<file path="config.mk">
export PLATFORM = sky130hd
export DESIGN_NAME = fetch_redirect_ctrl
export DESIGN_NICKNAME = d
export VERILOG_FILES = /design/src/rtl/fetch_redirect_ctrl_pkg.sv /design/src/rtl/fetch_redirect_ctrl_pend_buf.sv /design/src/rtl/fetch_redirect_ctrl.sv
export SDC_FILE = /design/constraint.sdc
export NUM_CORES = 1
export LEC_CHECK = 0
export ABC_AREA = 1
export CAP_MARGIN = 20
export CORE_AREA = 2 2 100 102
export CTS_CLUSTER_SIZE = 40
export DETAILED_ROUTE_END_ITERATION = 6
export DIE_AREA = 0 0 102 104
export DONT_BUFFER_PORTS = 1
export PLACE_DENSITY = 0.53
export RECOVER_POWER = 100
export SLEW_MARGIN = 10
export SYNTH_ARGS = -nofsm -noshare
export SYNTH_HDL_FRONTEND = slang
export SYNTH_SLANG_ARGS = --single-unit
</file>
<file path="constraint.sdc">
create_clock -name clk -period 2.1 [get_ports clk]
set_input_delay 0.21 -clock clk [delete_from_list [all_inputs] [get_ports clk]]
set_output_delay 0.21 -clock clk [all_outputs]
set_load 0.01 [all_outputs]
</file>
<file path="src/rtl/fetch_redirect_ctrl_pkg.sv">
// Shared front-end constants and state type for the fetch PC / redirect logic.
// The decode and jump logic import the same definitions.
package fetch_redirect_ctrl_pkg;

  localparam int PC_W      = 16;
  localparam int FETCH_W   = 4;
  localparam int FLUSH_CYC = 2;
  localparam int CNT_W     = 16;
  localparam logic [PC_W-1:0] RESET_PC = 16'h0000;

  typedef enum logic [1:0] {
    RUN,
    JWAIT,
    FLUSH
  } fe_state_t;

  // Sequential fetch-group advance; wraps silently at the top of the PC space.
  function automatic logic [PC_W-1:0] seq_pc(input logic [PC_W-1:0] cur);
    return cur + PC_W'(FETCH_W);
  endfunction

endpackage

</file>
<file path="src/rtl/fetch_redirect_ctrl_pend_buf.sv">
// Single-entry redirect holding register.
// Only an empty entry accepts a new target; kill and clear both empty it.
module redirect_pend_buf
  import fetch_redirect_ctrl_pkg::*;
(
  input  logic            clk,
  input  logic            rst,
  input  logic            set,
  input  logic [PC_W-1:0] set_pc,
  input  logic            clr,
  input  logic            kill,
  output logic            vld,
  output logic [PC_W-1:0] pend_pc
);

  always_ff @(posedge clk) begin
    if (rst) begin
      vld     <= 1'b0;
      pend_pc <= '0;
    end else if (kill || clr) begin
      vld <= 1'b0;
    end else if (set && !vld) begin
      vld     <= 1'b1;
      pend_pc <= set_pc;
    end
  end

endmodule

</file>
<file path="src/rtl/fetch_redirect_ctrl.sv">
// Fetch PC owner: arbitrates mispredict, buffered, jump and predictor redirects,
// parks fetch during register-based jumps and drains the front end after a mispredict.
module fetch_redirect_ctrl
  import fetch_redirect_ctrl_pkg::*;
(
  input  logic             clk,
  input  logic             rst,
  input  logic             fetch_stall,
  input  logic             mispredict,
  input  logic [PC_W-1:0]  mispredict_pc,
  input  logic             jmp_sel,
  input  logic [PC_W-1:0]  jmp_pc,
  input  logic             jmp_wait,
  input  logic             bp_taken,
  input  logic [PC_W-1:0]  bp_target,
  output logic [PC_W-1:0]  pc,
  output logic             fetch_en,
  output logic             flush_fe,
  output logic [CNT_W-1:0] redir_cnt
);

  fe_state_t       state;
  logic [2:0]      flush_cnt;
  logic            pend_vld;
  logic [PC_W-1:0] pend_pc;

  logic            run_cyc, enter_wait, run_go;
  logic            take_pend, take_jmp, take_bp, bump;
  logic            pend_set, pend_kill;
  logic [PC_W-1:0] pend_set_pc;

  // A jmp_sel alongside jmp_wait already carries the resume PC, so it does not park fetch.
  always_comb begin
    run_cyc     = (state == RUN) && !mispredict;
    enter_wait  = run_cyc && jmp_wait && !jmp_sel;
    run_go      = run_cyc && !enter_wait && !fetch_stall;
    take_pend   = run_go && pend_vld;
    take_jmp    = run_go && !pend_vld && jmp_sel;
    take_bp     = run_go && !pend_vld && !jmp_sel && bp_taken;
    pend_set    = run_cyc && !enter_wait && fetch_stall && (jmp_sel || bp_taken);
    pend_set_pc = jmp_sel ? jmp_pc : bp_target;
    pend_kill   = mispredict || ((state == JWAIT) && jmp_sel);
    bump        = mispredict || take_pend || take_jmp || take_bp ||
                  ((state == JWAIT) && jmp_sel);
  end

  redirect_pend_buf u_pend_buf (
    .clk     (clk),
    .rst     (rst),
    .set     (pend_set),
    .set_pc  (pend_set_pc),
    .clr     (take_pend),
    .kill    (pend_kill),
    .vld     (pend_vld),
    .pend_pc (pend_pc)
  );

  always_ff @(posedge clk) begin
    if (rst) begin
      state     <= RUN;
      pc        <= RESET_PC;
      fetch_en  <= 1'b1;
      flush_fe  <= 1'b0;
      redir_cnt <= '0;
      flush_cnt <= '0;
    end else begin
      flush_fe <= 1'b0;
      if (bump && (redir_cnt != '1)) redir_cnt <= redir_cnt + 1'b1;

      if (mispredict) begin
        pc        <= mispredict_pc;
        fetch_en  <= 1'b0;
        flush_fe  <= 1'b1;
        state     <= FLUSH;
        flush_cnt <= 3'(FLUSH_CYC);
      end else begin
        case (state)
          RUN: begin
            if (enter_wait) begin
              state    <= JWAIT;
              fetch_en <= 1'b0;
            end else if (run_go) begin
              if (take_pend) begin
                pc       <= pend_pc;
                flush_fe <= 1'b1;
              end else if (take_jmp) begin
                pc       <= jmp_pc;
                flush_fe <= 1'b1;
              end else if (take_bp) begin
                pc <= bp_target;
              end else begin
                pc <= seq_pc(pc);
              end
            end
          end
          JWAIT: begin
            if (jmp_sel) begin
              pc       <= jmp_pc;
              flush_fe <= 1'b1;
              fetch_en <= 1'b1;
              state    <= RUN;
            end else if (!jmp_wait) begin
              pc       <= seq_pc(pc);
              fetch_en <= 1'b1;
              state    <= RUN;
            end
          end
          FLUSH: begin
            if (flush_cnt <= 3'd1) begin
              state     <= RUN;
              fetch_en  <= 1'b1;
              flush_cnt <= '0;
            end else begin
              flush_cnt <= flush_cnt - 3'd1;
            end
          end
          default: begin
            state    <= RUN;
            fetch_en <= 1'b1;
          end
        endcase
      end
    end
  end

endmodule

</file>
==> run notes <==
run results: status=completed, Simple Share, Synth=0.3314, Ant. Diodes=0, worst-path fanout max=2, reg2reg end=pc[12], nets=646, Core Density at Floorplan=0.3863, VDD IR max=between 300 and 400 uV, vias in the first global route=approximately 3700, post-synthesis compound-gate area fraction=0.2195, post-layout util=0.4152, stage-log warning count=27, final worst setup slack=179.9 ps, sequential cell power=between 1 and 1.5 mW, fin. max-slew vios=0, H-tree levels=2, top cells by count=165 x nand2_1, 65 x a21oi_1, 56 x dfxtp_1, Non-Clock Inverter Count=56, sequential power share=0.528, Top cell excl fill/tap=nand2_1, Dominant combinational family=simple AND/OR/NAND/NOR gates, Synth cell types=36, Seq share, synth=0.3039, DRC=0, combinational share of power=0.185, largest net degree at the start of global routing=31, Hold Crit Start=mispredict, biggest regs=pc x16, redir_cnt x16, u_pend_buf.pend_pc x16, Worst Setup EP=pc[12], IO Port Bufs=0, PD cells=approximately 560 nW/um^2
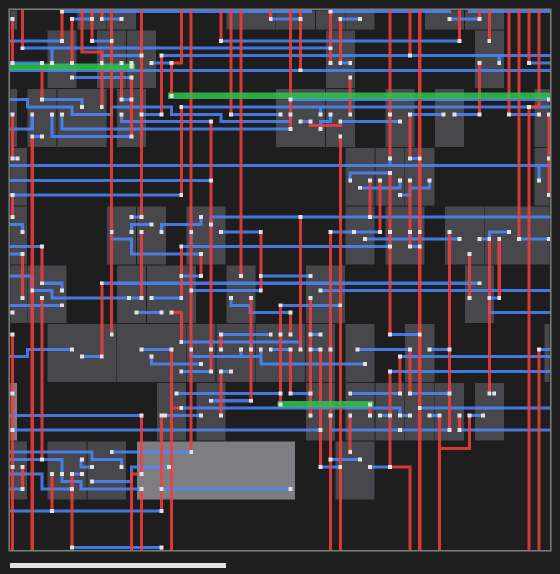
(images/zoom.png)
Bar = 10 um. Window x 13 to 38, y 14 to 39 um. Cells in grey, sequential cells in the stronger grey; small squares are vias.
colour	layer
blue	met1
green	met3
red	met2
most frequent	nand2_1 (22), inv_1 (7), nand3_1 (4)
netlist names of flops here include	`pc` (1)
cells with their middle in the window	49
sequential cells in the window	1

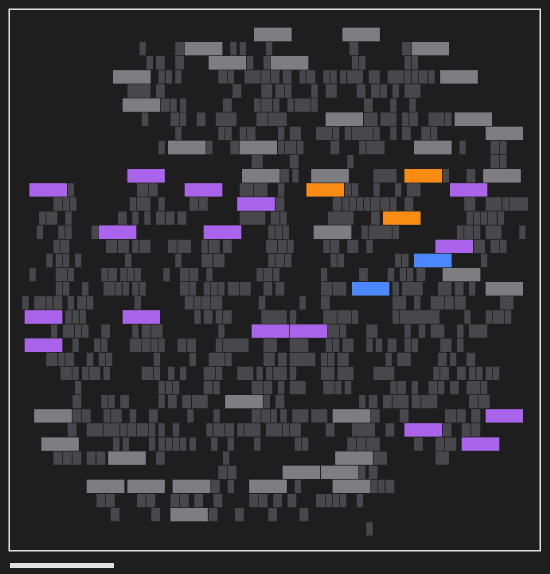
(images/registers.png)
Bar = 20 um. Other sequential cells in the stronger grey, the rest of the logic in the fainter grey.
colour	name in the netlist	flops
orange	`flush_cnt`	3
purple	`u_pend_buf.pend_pc`	16
blue	`state`	2
not coloured	35

Power is estimated from default activity; no workload was simulated.
